## config.mk

```make
export PLATFORM = sky130hd
export DESIGN_NAME = sram_ctrl
export DESIGN_NICKNAME = d
export VERILOG_FILES = /design/src/rtl/sram_pkg.sv /design/src/rtl/sram_ctrl.sv
export SDC_FILE = /design/constraint.sdc
export NUM_CORES = 1
export LEC_CHECK = 0
export ABC_AREA = 1
export CORE_MARGIN = 2
export CORE_UTILIZATION = 30
export DETAILED_ROUTE_END_ITERATION = 10
export PLACE_DENSITY = 0.51
export SETUP_SLACK_MARGIN = 0.5
export SYNTH_ARGS = -nofsm -noshare
export SYNTH_HDL_FRONTEND = slang
export SYNTH_SLANG_ARGS = --single-unit
export TNS_END_PERCENT = 10
```

## constraint.sdc

```tcl
create_clock -name clk -period 5.92 [get_ports clk]
set_clock_uncertainty 0.05 [all_clocks]
set_input_delay 1.48 -clock clk [delete_from_list [all_inputs] [get_ports clk]]
set_output_delay 1.48 -clock clk [all_outputs]
set_load 0.01 [all_outputs]
```

## src/rtl/sram_pkg.sv

```systemverilog
// Shared types and helpers for the CPU-bus to 8-bit asynchronous SRAM bridge.
package sram_pkg;

  typedef enum logic [1:0] {
    ACC_B   = 2'd0,
    ACC_H   = 2'd1,
    ACC_W   = 2'd2,
    ACC_RSV = 2'd3
  } acc_e;

  typedef enum logic [2:0] {
    IDLE,
    RD_SETUP,
    RD_ACCESS,
    WR_SETUP,
    WR_PULSE,
    WR_HOLD,
    DONE
  } state_e;

  function automatic logic [2:0] acc_bytes(input acc_e acc);
    case (acc)
      ACC_B:   acc_bytes = 3'd1;
      ACC_H:   acc_bytes = 3'd2;
      ACC_W:   acc_bytes = 3'd4;
      default: acc_bytes = 3'd0;
    endcase
  endfunction

  // Reserved sizes are reported through the same error path as misalignment.
  function automatic logic misaligned(input acc_e acc, input logic [1:0] addr_lo);
    case (acc)
      ACC_B:   misaligned = 1'b0;
      ACC_H:   misaligned = addr_lo[0];
      ACC_W:   misaligned = (addr_lo != 2'b00);
      default: misaligned = 1'b1;
    endcase
  endfunction

endpackage

```

## src/rtl/sram_ctrl.sv

```systemverilog
// Splits 32-bit bus accesses into byte cycles on an 8-bit asynchronous SRAM
// with programmable OE/WE strobe widths.
module sram_ctrl
  import sram_pkg::*;
#(
  parameter int T_RD = 2,
  parameter int T_WR = 1
) (
  input  logic        clk,
  input  logic        rst,
  input  logic        bus_req,
  input  logic        bus_w_rb,
  input  logic [1:0]  bus_acc,
  input  logic [18:0] bus_addr,
  input  logic [31:0] bus_wdata,
  output logic [31:0] bus_rdata,
  output logic        bus_resp,
  output logic        bus_err,
  output logic        busy,
  output logic        sram_ce_bar,
  output logic        sram_oe_bar,
  output logic        sram_we_bar,
  output logic [18:0] sram_addr,
  output logic [7:0]  sram_data_o,
  output logic        sram_data_oe,
  input  logic [7:0]  sram_data_i
);

  localparam int T_MAX = (T_RD > T_WR) ? T_RD : T_WR;
  localparam int CNT_W = $clog2(T_MAX) + 1;

  state_e           state, state_nx;
  logic [CNT_W-1:0] cnt;
  logic [1:0]       idx;
  logic [1:0]       last_idx;
  logic             err;
  logic [18:0]      base;
  logic [31:0]      wbuf;
  logic [31:0]      rbuf;
  logic [31:0]      rd_merged;
  logic [2:0]       req_bytes;
  logic             req_bad;
  logic             accept;
  logic             rd_cnt_done;
  logic             wr_cnt_done;
  logic             byte_last;
  logic             byte_step;
  logic             sram_sel;

  always_comb begin
    req_bytes   = acc_bytes(acc_e'(bus_acc));
    req_bad     = misaligned(acc_e'(bus_acc), bus_addr[1:0]);
    accept      = (state == IDLE) && bus_req;
    rd_cnt_done = (cnt == CNT_W'(T_RD - 1));
    wr_cnt_done = (cnt == CNT_W'(T_WR - 1));
    byte_last   = (idx == last_idx);
    byte_step   = !byte_last &&
                  (((state == RD_ACCESS) && rd_cnt_done) || (state == WR_HOLD));
  end

  // Final read data is the buffer with the byte arriving on this edge merged in.
  always_comb begin
    rd_merged = rbuf;
    rd_merged[{idx, 3'b000} +: 8] = sram_data_i;
  end

  always_comb begin
    state_nx = state;
    case (state)
      IDLE: begin
        if (bus_req) begin
          if (req_bad)       state_nx = DONE;
          else if (bus_w_rb) state_nx = WR_SETUP;
          else               state_nx = RD_SETUP;
        end
      end
      RD_SETUP:  state_nx = RD_ACCESS;
      RD_ACCESS: if (rd_cnt_done) state_nx = byte_last ? DONE : RD_SETUP;
      WR_SETUP:  state_nx = WR_PULSE;
      WR_PULSE:  if (wr_cnt_done) state_nx = WR_HOLD;
      WR_HOLD:   state_nx = byte_last ? DONE : WR_SETUP;
      DONE:      state_nx = IDLE;
      default:   state_nx = IDLE;
    endcase
  end

  always_ff @(posedge clk) begin
    if (rst) begin
      state     <= IDLE;
      cnt       <= '0;
      idx       <= '0;
      err       <= 1'b0;
      bus_rdata <= '0;
    end else begin
      state <= state_nx;
      cnt   <= (state_nx == state) ? cnt + 1'b1 : '0;
      if (accept) begin
        idx <= '0;
        err <= req_bad;
      end else if (byte_step) begin
        idx <= idx + 2'd1;
      end
      // Result only changes on entry to DONE so it stays stable between responses.
      if ((state_nx == DONE) && (state != DONE))
        bus_rdata <= (state == RD_ACCESS) ? rd_merged : '0;
    end
  end

  always_ff @(posedge clk) begin
    if (accept) begin
      base     <= bus_addr;
      wbuf     <= bus_wdata;
      rbuf     <= '0;
      last_idx <= 2'(req_bytes - 3'd1);
    end else if ((state == RD_ACCESS) && rd_cnt_done) begin
      rbuf[{idx, 3'b000} +: 8] <= sram_data_i;
    end
  end

  always_comb begin
    sram_sel     = (state == RD_SETUP) || (state == RD_ACCESS) ||
                   (state == WR_SETUP) || (state == WR_PULSE)  || (state == WR_HOLD);
    sram_data_oe = (state == WR_SETUP) || (state == WR_PULSE)  || (state == WR_HOLD);
    sram_ce_bar  = !sram_sel;
    sram_oe_bar  = (state != RD_ACCESS);
    sram_we_bar  = (state != WR_PULSE);
    sram_addr    = sram_sel ? (base + 19'(idx)) : '0;
    sram_data_o  = sram_data_oe ? wbuf[{idx, 3'b000} +: 8] : '0;
    bus_resp     = (state == DONE);
    bus_err      = (state == DONE) && err;
    busy         = (state != IDLE);
  end

endmodule

```

Fig. 1: run 1, supply network
The bar under the picture is 50 um long. Pins as bars on the die edge. Tap cells in grey.
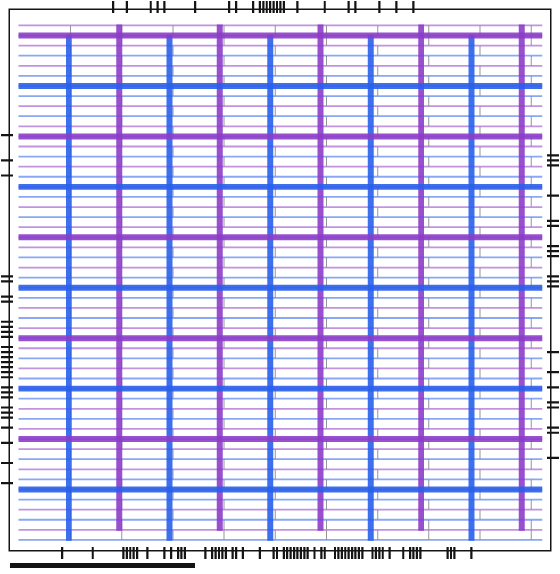
net	colour
VDD	purple
VSS	blue
signal pins	131
tap cells	265
die outline height: 146 um
placeable core region: 19600 sq um

Fig. 2: run 1, cell classes on the final placement
The bar under the picture is 50 um long.
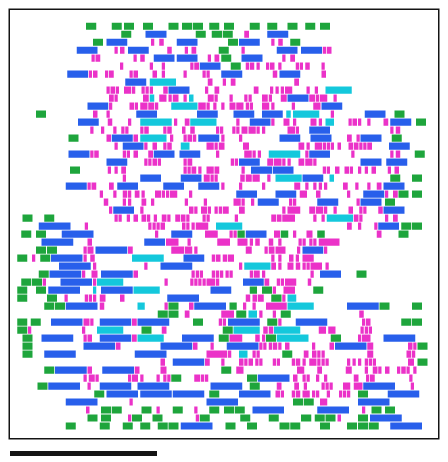
class	colour	cells
remaining logic cells	magenta	587
clock drivers and dummy loads	cyan	32
sequential cells	blue	125
remaining buffers and delay cells	green	135
total number of placement rows: 51
Final Cell Area: 8120 sq um
Finished Core Util: 41.4%
register fraction of the total cell area: 37.4%

==> commit_impl_results.txt, run 1 <==
Log flow metrics for this revision

- Final setup violating endpoints: 0
- The final antenna diode tally reported by the flow is 0.
- Reg-to-reg critical path endpoint: bus_rdata[16]
* Largest incremental delay on the critical path: 0.63 ns
- Antenna violations before repair: 0
* Worst vdd ir: 0.000311 V
* Crit Path Max Fanout: 15
- Ranked by total cell area, the synthesized netlist is headed by edfxtp_1 (26%), dfxtp_1 (24%), nand2_1 (9.3%).
* Critical path endpoint category: output pin
- Die Wd: roughly 150 um
* Number of global-route vias before repair: 5019
- On the final layout, the worst hold slack is 0.409 ns.
* Hold wc startpoint: rbuf[21]
* Share of the core filled by cells before placement: approximately 31%
- Outcome: completed
* First-pass GRT wire length: 26400 um
- Leakage power figure: 3.14 nW
- Per the log, the first TritonRoute iteration ended with a DRC count of about 360.
- Number of nets still failing antenna checks after routing: 0
- After synthesis the netlist holds a flip-flop and latch count of 125.
- Power per unit of standard cell area: 458 nW/um^2
- Total clock buffers created by CTS: 17
- Cell at the root of the clock tree: clkbuf_16
- Startpoint of the lowest-slack register-to-register path: idx[0]
* Number of non-filler instances in the completed layout: 1144
* Count of placed standard cells including taps: 1112
- CP startpoint kind: flop
- The CTS log lists the clock sinks for this run as 125.
* Worst path required time: between 4 and 5 ns
- The final critical path takes up 85.2% of the cycle.
* Maximum clock rate: 198 MHz
* Arr. time, crit path: between 3 and 4 ns
- Register area share after synthesis: a little over 50%
- Subtracting the final worst setup slack from the clock period gives 5.04 ns.
- The final timing report lists a hold violation count of 0.
* Vias: 5285
* Max-slew headroom: between 20 and 30%
* Synth Warn #: 0
- Number of distinct library cell variants in the gate-level netlist after synthesis: 36
- In this run the count of I/O pins placed on the die edge is between 100 and 150.
* Routed wire length: 16400 um
- Post-synth design cell area: roughly 6000 sq um
- Setup repair after global routing left no endpoint under its margin.
- The global route stage reports its total congestion overflow as 0.
- Counting every net in the synthesized netlist gives approximately 830.
* Detailed-router iteration count before antenna repair: 5
- RePlAce ended its routability-driven mode at a weighted congestion of 0.807.
- Yosys top cell by area: edfxtp_1
- Clock tree from TritonCTS: yes
- Number of buffers between clock root and the deepest sink: 2
- Per the detail_route report, DRC violations left total 0.
- Per the CTS log, the maximum H-tree level is 4.
* Die Outline Area: between 20000 and 25000 sq um
- The report puts the hold buffer count at CTS at 0.
* Final Max Tran Viols: 0
- The capture point of the critical path was reported as sram_addr[16].
* CP max-delay cell: dfxtp_1
- Transition time at the pin with the least slew margin: 1.06 ns
- Critical path depth in cells: 10
* Min-Delay Path Class: reg2reg
* Class of the most critical setup path: reg2out
* Internal reg-to-reg setup slack: between 2 and 3 ns
- Walking the worst path, the cells encountered are inv_1 -> fa_1 -> inv_1 -> nand2_1 -> nor2_1 -> nand3_1 -> nor2_1 -> a21oi_1 -> nor2_1 -> clkdlybuf4s50_1.
- In the post-route analysis, the smallest setup slack over all paths is 0.878 ns.
Fig. 3: run 1, clock network drawn from the DEF
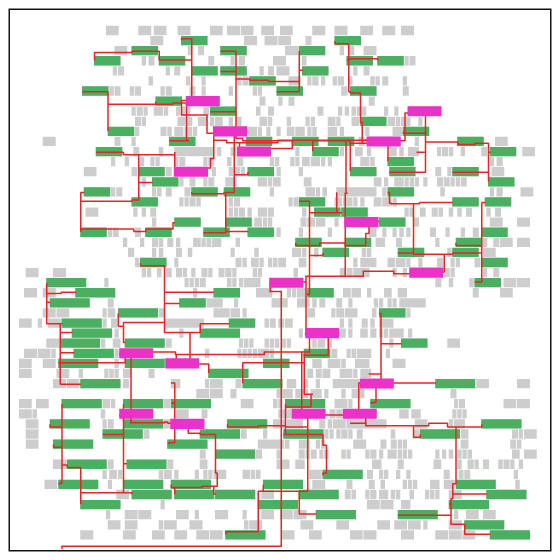
[clock-net drivers] magenta | count: 17
[clock wires] red | length: 1840 um
[flip-flops] green | count: 125
flops lie	widely spread
power dissipated in the clock network: 1.10 mW
fraction of power consumed by the clock network: 29.6%
Skew-Pair Late Insertion Delay: 0.41 ns

[run 1: worst min path at each step]
| stage | endpoint | cells after the start |
|---|---|---|
| floorplan | cnt[0] | 1 |
| global placement | rbuf[7] | 2 |
| detailed placement | rbuf[18] | 2 |
| CTS | rbuf[18] | 2 |
| global route | rbuf[30] | 2 |
| finish | rbuf[21] | 2 |
[run 1: through the flow]
step           cell area (sq um)  power [mW]  util, %
6_report                    8120        3.71     41.4
5_1_grt                     8120        3.96     41.4
4_1_cts                     8120        3.76     41.4
3_5_place_dp                7490        2.65     38.3
3_3_place_gp                7490        2.64     38.3
2_1_floorplan               6020        2.13        -
[run 1: sequential cells by signal, indices dropped and copies added, names as in the netlist, 2 cells and up]
| name | flops |
|---|---|
| wbuf | 32 |
| cnt | 2 |
| idx | 2 |
| last_idx | 2 |
| bus_rdata | 32 |
| base | 19 |
| rbuf | 32 |
| state | 3 |
[run 1: cell type report]
cell class              instances  area, sq um  share of cell area, %
inverters                      81          304                   3.75
multi-input cells             506         2490                   30.7
well taps                     265          332                   4.09
repair buffers                135         1340                   16.5
clock buffers                  17          425                   5.24
clock inverters                15          195                   2.41
flip-flops and latches        125         3030                   37.4
[run 1: cell usage in the layout (no fill, tap or decap), types with 2 or more instances in the layout]
master             n
a21oi_1           45
o22ai_1           31
nor3_1             7
clkinv_1           2
nand4_1            8
o21ai_0           41
clkbuf_16         17
nand3_2            2
inv_2              2
nand3b_1           3
ha_1               9
edfxtp_1          53
nand2_2            2
nor2_1           120
nand2_1          149
nand3_1           46
xor2_1             2
clkinv_2           4
a211oi_1          24
clkinv_4           4
nor2_8             2
bufinv_16          4
o21a_1             2
nor2_4             3
buf_4              5
o21ai_1            2
inv_1             78
dfxtp_1           72
clkdlybuf4s50_1  130
[run 1: routing by layer]
layer	vias up	track usage, %	routed length (um)
li1	2733	-	-
met1	2422	21.8	8350
met2	119	23.9	7240
met3	11	3.73	702
met4	0	4.61	152
met5	-	0	0
[run 1: cells in the mapped netlist (all sizes together)]
| library cell | n |
|---|---|
| nor3 | 7 |
| o21ai | 43 |
| a21oi | 45 |
| nand2 | 152 |
| clkbuf | 15 |
| nand4 | 8 |
| xor2 | 2 |
| nor2 | 126 |
| buf | 23 |
| ha | 9 |
| a211oi | 24 |
| nand3 | 48 |
| xnor2 | 1 |
| o22ai | 31 |
| dfxtp | 72 |
| nand3b | 3 |
| nor3b | 1 |
| a31oi | 1 |
| fa | 1 |
| inv | 80 |
| o21bai | 1 |
| edfxtp | 53 |
| o21a | 2 |
| clkinv | 1 |
| and3 | 1 |
[run 1: cells by family (layout without fill, tap and decap cells)]
group                    Yosys count  after routing  share of synthesized area [%]
AND/OR/NAND/NOR                  346            346                           24.7
XOR/XNOR                           3              3                          0.437
AND-OR/OR-AND                    147            147                           14.0
flip-flops                       125            125                           50.4
adder cells (fa/ha/maj)           10             10                           2.20
buffers and inverters            119            248                           8.24
[run 1: power by group]
part           internal [mW]  switching [mW]
sequential              1.15           0.107
clock                  0.703           0.397
combinational          0.560           0.795
Fig. 4: run 1, signal wires by layer
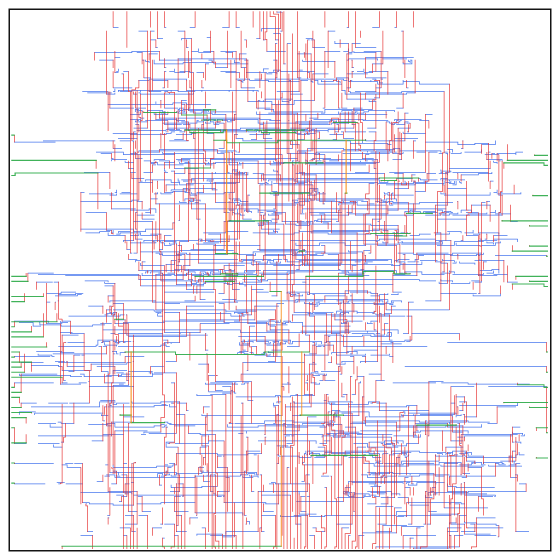

==> inputs of run 2 (changes only) <==
CORE_MARGIN = not set   (was 2)
Fig. 5: run 2, signal wires by layer
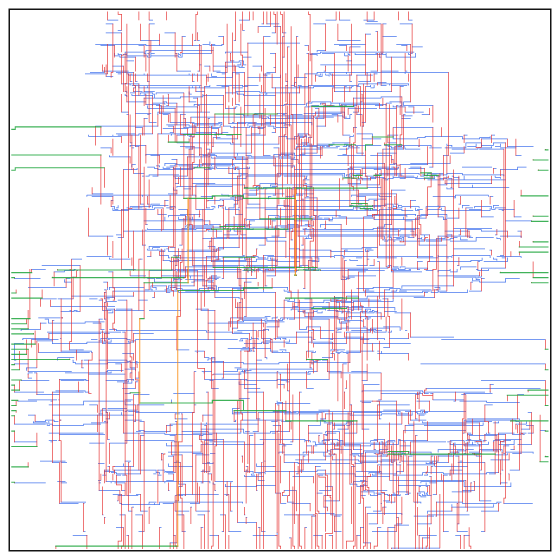
layer	colour	wire length
M1	blue	7770 um
M3	green	780 um
M4	orange	136 um
M2	red	7440 um
routed wire length: 16100 um
vias: 5309
Total GRT Usage: 16.9%
wire length per cell: 14.1 um

==> commit_impl_results.txt, run 2 <==
Log flow metrics for this revision

- Outcome: completed
- Chain of cells forming the critical path: inv_1 -> fa_1 -> inv_1 -> nand2_1 -> nor2_1 -> nand3_1 -> nor2_1 -> a21oi_1 -> nor2_1 -> clkdlybuf4s50_1
- Total global routing overflow: 0 (unchanged)
- Number of enable flip-flop cells: 53 (unchanged)
- In this run the layout overhead on the synthesized area is reported as 34.0%.
* Number of nets still failing antenna checks after routing: 0 (unchanged)
- Synth Warn #: 0 (unchanged)
- Commonest non-fill, non-tap cells in the layout: nand2_1 (149), clkdlybuf4s50_1 (130), nor2_1 (120)
- Routed vias/inst: 4.64
- Class of the most critical setup path: reg2out
* CP startpoint kind: flop
* Total number of placement rows: 51 (unchanged)
- The final number of hold-violating endpoints came to 0 (unchanged).
* Most used flip-flop cell after synthesis: dfxtp_1
* FF/Latch Area: 3030 sq um (unchanged)
- In this run the worst setup path begins at idx[1].
- The vertical die dimension is 144 um (-1.4%).
- CTS Hold Buffers Added: 0 (unchanged)
* Antenna violations before repair: 0 (unchanged)
- The width of the die is 144 um (-1.4%).
- In this run the clock root is driven by a clkbuf_16.
- Setup slack on the worst path after placement came out at 1.26 ns.
- Post-synth design cell area: 6020 sq um (unchanged)
* Flops out of synthesis: 125 (unchanged)
- The starting density of the core came to 30.7% (unchanged).
- The number of iterations in the first detailed-routing pass was 5 (unchanged).
- The most critical setup path has its endpoint at sram_addr[16].
- The share of power burned in combinational logic was 37.4% (+0.9 points).
* Yosys top cell by area: edfxtp_1
- DRT iter0 DRCs: 395 (+8.5%)
- Final Max Tran Viols: 0 (unchanged)
* Largest incremental delay on the critical path: 0.61 ns (-0.02 ns)
* Buffers inserted by post-CTS timing repair: 0
- Adding up every negative setup slack in the final design gives 0 ns.
- The total power density per cell area was 448 nW/um^2 (-2.0%).
* Reg-to-reg critical path endpoint: bus_rdata[18]
* Internal reg-to-reg setup slack: 2.79 ns (+0.05 ns)
- Leakage power figure: 3.11 nW (-0.96%)
- Final period utilization: 85.5% (+0.29 points)
* Number of primary I/O pins: 131 (unchanged)
* Input/output buffers: about 130
- Crit Path Max Fanout: 15 (unchanged)
- Counting cells, the worst reg-to-reg path comes to 9.
- After synthesis, the cell types taking the most area are edfxtp_1 (26%), dfxtp_1 (24%), nand2_1 (9.3%).
- On the critical path, the stage with the largest delay is an instance of dfxtp_1.
- Mean instance size in the synthesized netlist: 8.02 sq um
- The number of clock sinks came to 125 (unchanged).
- Sorting the synthesized cells by how often they occur yields nand2_1 (149), nor2_1 (120), inv_1 (78), dfxtp_1 (72), edfxtp_1 (53).
- Switching power as a share of total power: 36.0% (+1.0 points)
- Yosys stat cell total: between 700 and 800
- Maximum clock rate: 198 MHz (-0.34%)
- The least setup slack across all paths after layout was 0.861 ns (-0.0174 ns).
- The worst voltage drop across the vdd grid was 0.000328 V (+5.7%).
- Number of global-route vias before repair: 5118 (+2.0%)
- After technology mapping, the gate count stands at between 700 and 800.
- The share of flip-flops with an asynchronous set or reset after synthesis is 0% (unchanged).
- Entering global routing, the biggest net connects 77 pins.
- The required time of the worst setup path came to 4.39 ns (about the same).
* Startpoint of the lowest-slack register-to-register path: idx[0]
- Setup repair after global routing left no endpoint under its margin.
* First-pass GRT wire length: 26600 um (+0.66%)
* Chip area line of the yosys report: 6020 sq um
* Critical path endpoint category: output pin
- Final estimated routing congestion in global placement: 0.776 (-3.9%)
- The registers reported with the highest flop counts are bus_rdata x32, rbuf x32, wbuf x32.
- Reported net switching power: 1.30 mW (+0.16%)
- Fraction of final layout cells sized beyond drive strength 1: under 10%
- At the end of the flow, the number of nets in the layout was 941.
- Filler cell count: 2008
- Max-Cap Viols: 0
* Crit-path most repeated cell: nor2_1
* Hold path cells: 2 (unchanged)
- The level count of the clock H-tree was 4 (unchanged).
- Number of buffers between clock root and the deepest sink: 2 (unchanged)
* Post-DP HPWL: 10800 um
* Area share of the largest cell type after synthesis: between 20% and 30%
- The TritonCTS buffer count is 17 (unchanged).
- The antenna cell count came to 0 (unchanged).
- Yosys instantiated no cell more often than nand2_1.
- Minimum clock period after layout: 5.06 ns (+0.0174 ns)
- Looking at the worst setup and hold paths, the clock pins of their registers show a slew of 0.06 ns.
- Min-Delay Path Class: reg2reg
* Max-slew headroom: 32.8% (+3.6 points)
- The area of the core region is 19600 sq um (unchanged).
* Number of instances resized during post-cts repair: 0
- Net count after synthesis: 825 (unchanged)
- Arr. time, crit path: 3.53 ns (+0.02 ns)
* Highest-count logic cell in the final layout: nand2_1
- Internal power: 2.31 mW (-4.2%)
* Clock tree from TritonCTS: yes
- Transition time at the pin with the least slew margin: 1.00 ns (-0.0542 ns)
- The residual DRC count is 0 (unchanged).
- Multi-input logic area: 2490 sq um (unchanged)
- Die Outline Area: 20600 sq um (-2.7%)
* Count of warning messages emitted by the tools: 31
- The number of distinct library cells after synthesis came to 36 (unchanged).
- The final-report setup violation count is 0 (unchanged).
- The part of the Yosys area used for sequential elements is 50.4% (unchanged).
- Part of the total power dissipated in sequential elements: 34.8% (+0.9 points)
Fig. 6: run 2, clock network drawn from the DEF
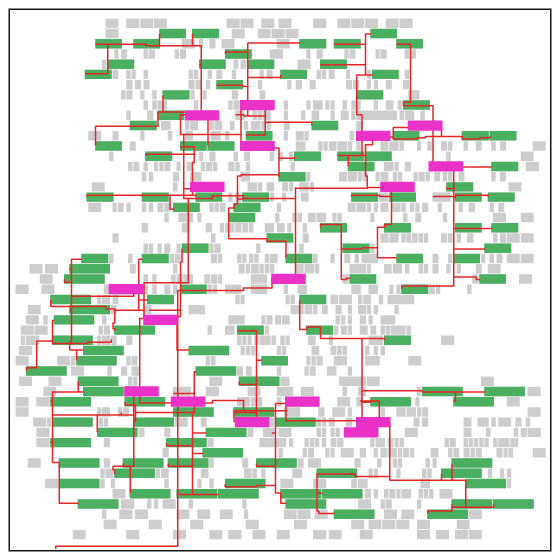
Skew-Pair Late Insertion Delay: 0.42 ns
power dissipated in the clock network: 1.00 mW
fraction of power consumed by the clock network: 27.8%

==> run 2: cell counts after synthesis <==
No cell type changed its count.
==> run 2: kinds of logic after synthesis <==
family	count (synthesis)	synth area share (%)
fa+ha+maj	10	2.20
simple gates	346	24.7
compound gates	147	14.0
flops	125	50.4
xor+xnor	3	0.437
buf+inv	119	8.24
==> run 2: worst min path at each step <==
stage	start	endpoint	slack, ns
finish	rbuf[0]	rbuf[0]	0.41
global placement	cnt[0]	cnt[0]	0.39
detailed placement	rbuf[27]	rbuf[27]	0.40
floorplan	cnt[0]	cnt[0]	0.38
CTS	cnt[0]	cnt[0]	0.41
global route	rbuf[6]	rbuf[6]	0.42
==> run 2: stage by stage <==
| stage | cells | total power, mW | area (sq um) | hold WS [ns] | util [%] |
|---|---|---|---|---|---|
| final | 1144 | 3.61 | 8060 | 0.409 | 41.2 |
| after global routing | 1144 | 3.87 | 8060 | 0.424 | 41.2 |
| after CTS | 1144 | 3.66 | 8060 | 0.409 | 41.2 |
| after detailed placement | 1112 | 2.64 | 7490 | 0.401 | 38.3 |
| after global placement | 1112 | 2.64 | 7490 | 0.395 | 38.3 |
| after floorplan | 750 | 2.13 | 6020 | 0.378 | - |
==> run 2: power by group through the flow <==
stage	registers, mW	clock network [mW]	logic (mW)
6_report	1.26	1.00	1.35
5_1_grt	1.28	1.07	1.52
4_1_cts	1.26	1.03	1.37
3_5_place_dp	1.27	0	1.37
3_3_place_gp	1.27	0	1.36
2_1_floorplan	1.29	0	0.838
==> run 2: critical path, delay by kind of cell (launching register included) <==
family          cells  cell delay (ns)
compound gates      1             0.09
fa+ha+maj           1             0.55
buf+inv             3             1.07
flops               1             0.61
simple gates        5             0.78
==> run 2: final cells by class <==
cell class                 instances  area share, %
inverter                          81           3.77
timing repair buffer             135           16.6
tap                              265           4.11
sequential                       125           37.6
clock inverter                    12           1.37
clock buffer                      20           5.67
multi-input combinational        506           30.9
==> run 2: metal layers <==
layer	wire, um	track usage (%)	vias to the layer above	share of wire (%)
li1	-	-	2738	-
met1	7770	22.7	2424	48
met2	7440	26.6	137	46
met3	779	4.17	10	4.8
met4	136	4.87	0	0.84
met5	0	0	-	0
Fig. 7: run 2, congestion heat map
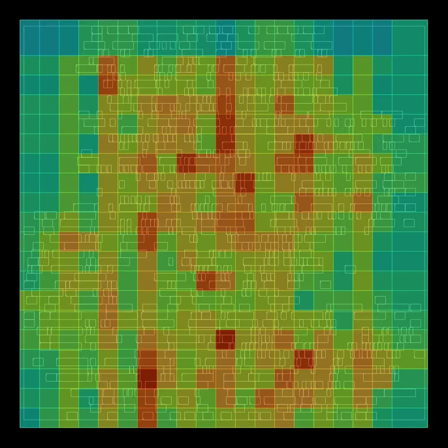

==> inputs of run 3 (changes only) <==
CORE_UTILIZATION = 45   (was 30)
PLACE_DENSITY = 0.71   (was 0.51)
Fig. 8: run 3, congestion heat map
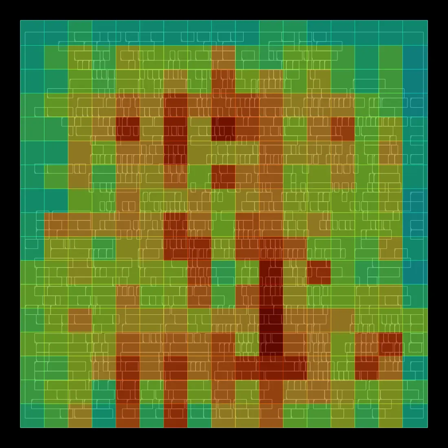
layer carrying the most global-route usage: met2
met2 Resource Use GR: 36.7%

Fig. 9: run 3, signal wires by layer
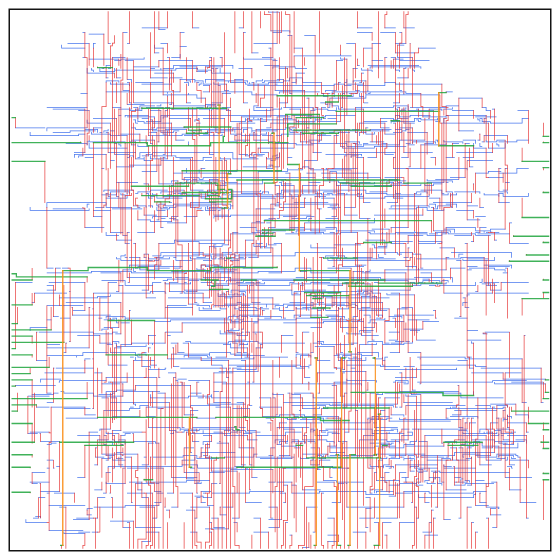
layer	colour	wire length
M2	red	7400 um
M3	green	974 um
M4	orange	315 um
M1	blue	6610 um
vias: 5509
wire length per cell: 14.6 um

==> commit_impl_results.txt, run 3 <==
Log flow metrics for this revision

- Skew-Pair Late Insertion Delay: 0.42 ns (about the same)
- Minimum clock period after layout: 5.03 ns (-0.0314 ns)
* Number of primary I/O pins: 131 (unchanged)
* Total GRT Usage: 22.6% (+5.7 points)
* Setup tns final: 0 ns (unchanged)
- Yosys top cell by area: edfxtp_1
- The final-report setup violation count came to 0 (unchanged).
- The share of cells above drive strength 1 came to 5.57% (unchanged).
- The chip area is 13800 sq um (-33%).
* Antenna violations before repair: 0 (unchanged)
* Synth Warn #: 0 (unchanged)
- Share of the core filled by cells before placement: 46.9% (+16 points)
* Clock transition at the register clock pins on the worst setup and hold paths after CTS: 0.06 ns (about the same)
- Total clock buffers created by CTS: 17 (unchanged)
* Final estimated routing congestion in global placement: 0.816 (+5.2%)
- Total global routing overflow: 0 (unchanged)
* Routed wire length: 15300 um (-5.1%)
* Post-synth design cell area: 6020 sq um (unchanged)
* Cell at the root of the clock tree: clkbuf_16
- The max-capacitance violation count was 0 (unchanged).
- The number of enable flip-flop cells came to 53 (unchanged).
- Area share of the largest cell type after synthesis: 26.5% (unchanged)
* First-pass GRT wire length: 24900 um (-6.2%)
* Commonest non-fill, non-tap cells in the layout: nand2_1 (149), clkdlybuf4s50_1 (130), nor2_1 (120)
- Maximum clock rate: 199 MHz (+0.63%)
- TritonCTS built the clock tree.
- Flops out of synthesis: 125 (unchanged)
- The number of distinct library cells after synthesis is 36 (unchanged).
- The number of cell rows is 41 (-20%).
- The number of global-route vias before repair was 5229 (+2.2%).
- Number of antenna cells inserted: 0 (unchanged)
* Worst vdd ir: 0.000321 V (-2.1%)
- The vertical die dimension came to 118 um (-18%).
- The worst setup path is captured at an output pin.
- The number of gates given a new drive strength after cts is 0 (unchanged).
- Nets: 941 (unchanged)
- The buffers inserted during post-CTS setup optimization was 0 (unchanged).
- The share of flip-flops with an asynchronous set or reset after synthesis is 0% (unchanged).
- The level count of the clock H-tree is 4 (unchanged).
- The number of DRC markers after the initial detailed-route iteration came to 430 (+8.9%).
- The final number of hold-violating endpoints came to 0 (unchanged).
* Number of instances in the synthesized netlist: 750 (unchanged)
- Looking at the gate-level netlist, the highest instance count belongs to nand2_1.
* Area Growth Syn to Fin: 32.6%
- Arr. time, crit path: 3.50 ns (-0.03 ns)
- Register area share after synthesis: 50.4% (unchanged)
* Worst hold slack after final layout: 0.410 ns (+0.00109 ns)
- The required time of the worst setup path was 4.39 ns (about the same).
* Power per unit of standard cell area: 458 nW/um^2 (+2.3%)
* Max-slew headroom: 37.7% (+5.0 points)
* Detailed-router iteration count before antenna repair: 7 (+2)
- Class of the most critical setup path: reg2out
- Routed vias/inst: 5.24 (+13%)
* Min-Delay Path Class: reg2reg
- Leakage power figure: 3.12 nW (+0.26%)
- Outcome: completed
- Die Wd: 118 um (-18%)
- The number of clock sinks came to 125 (unchanged).
* Number of nets still failing antenna checks after routing: 0 (unchanged)
- Count of warning messages emitted by the tools: 31 (unchanged)
* Chip area line of the yosys report: 6020 sq um (unchanged)
run 3: cell counts after synthesis:
No cell type changed its count.
run 3: report_power, final:
part	internal (mW)	switching, mW
sequential	1.15	0.113
combinational	0.561	0.789
clock	0.661	0.384
total	2.37	1.29
run 3: per-layer routing:
layer	vias up	wire length, um	track usage, %
met5	-	0	0
met2	213	7400	36.7
met1	2532	6610	28.3
met4	0	314	9.94
li1	2735	-	-
met3	29	973	5.72
run 3: worst max-delay path, cell delays in order, from the launching register on:
cell and delay [ns]:
dfxtp_1 0.59, inv_1 0.37, fa_1 0.55, inv_1 0.16, nand2_1 0.09, nor2_1 0.22, nand3_1 0.16, nor2_1 0.20
a21oi_1 0.09, nor2_1 0.11, clkdlybuf4s50_1 0.54
run 3: logic make-up (layout without fill, tap and decap cells):
logic type | after synthesis | in the layout | synth area share [%]
adders and majority gates | 10 | 10 | 2.20
and+or+nand+nor | 346 | 346 | 24.7
DFF | 125 | 125 | 50.4
buffers and inverters | 119 | 248 | 8.24
xor gates and xnor gates | 3 | 3 | 0.437
AOI/OAI and AO/OA | 147 | 147 | 14.0
run 3: layout make-up:
class                      instances  area [sq um]
clock buffer                      18           429
clock inverter                    14           170
fill                            1081          4850
inverter                          81           304
multi-input combinational        506          2490
sequential                       125          3030
tap                              172           215
timing repair buffer             135          1340
run 3: path summary, 6_finish.rpt:
| kind | start | endpoint | cells after the start | slack, ns |
|---|---|---|---|---|
| setup / recovery | idx[1] | sram_addr[16] | 10 | 0.89 |
| hold / removal | rbuf[5] | rbuf[5] | 2 | 0.41 |
| setup reg to reg | idx[0] | bus_rdata[16] | 9 | 2.94 |
| hold reg to reg | rbuf[5] | rbuf[5] | 2 | 0.41 |
run 3: per-stage QoR:
stage / instance area, sq um / setup WS [ns] / total power, mW / std cells / utilization (%)
floorplan: 6020 / 2.05 / 2.13 / 750 / -
global placement: 7380 / 1.48 / 2.58 / 1019 / 57.5
detailed placement: 7380 / 1.36 / 2.62 / 1019 / 57.5
CTS: 7980 / 0.890 / 3.68 / 1051 / 62.2
global route: 7980 / 0.560 / 3.87 / 1051 / 62.2
finish: 7980 / 0.892 / 3.66 / 1051 / 62.2
Power and IR drop assume default switching activity.
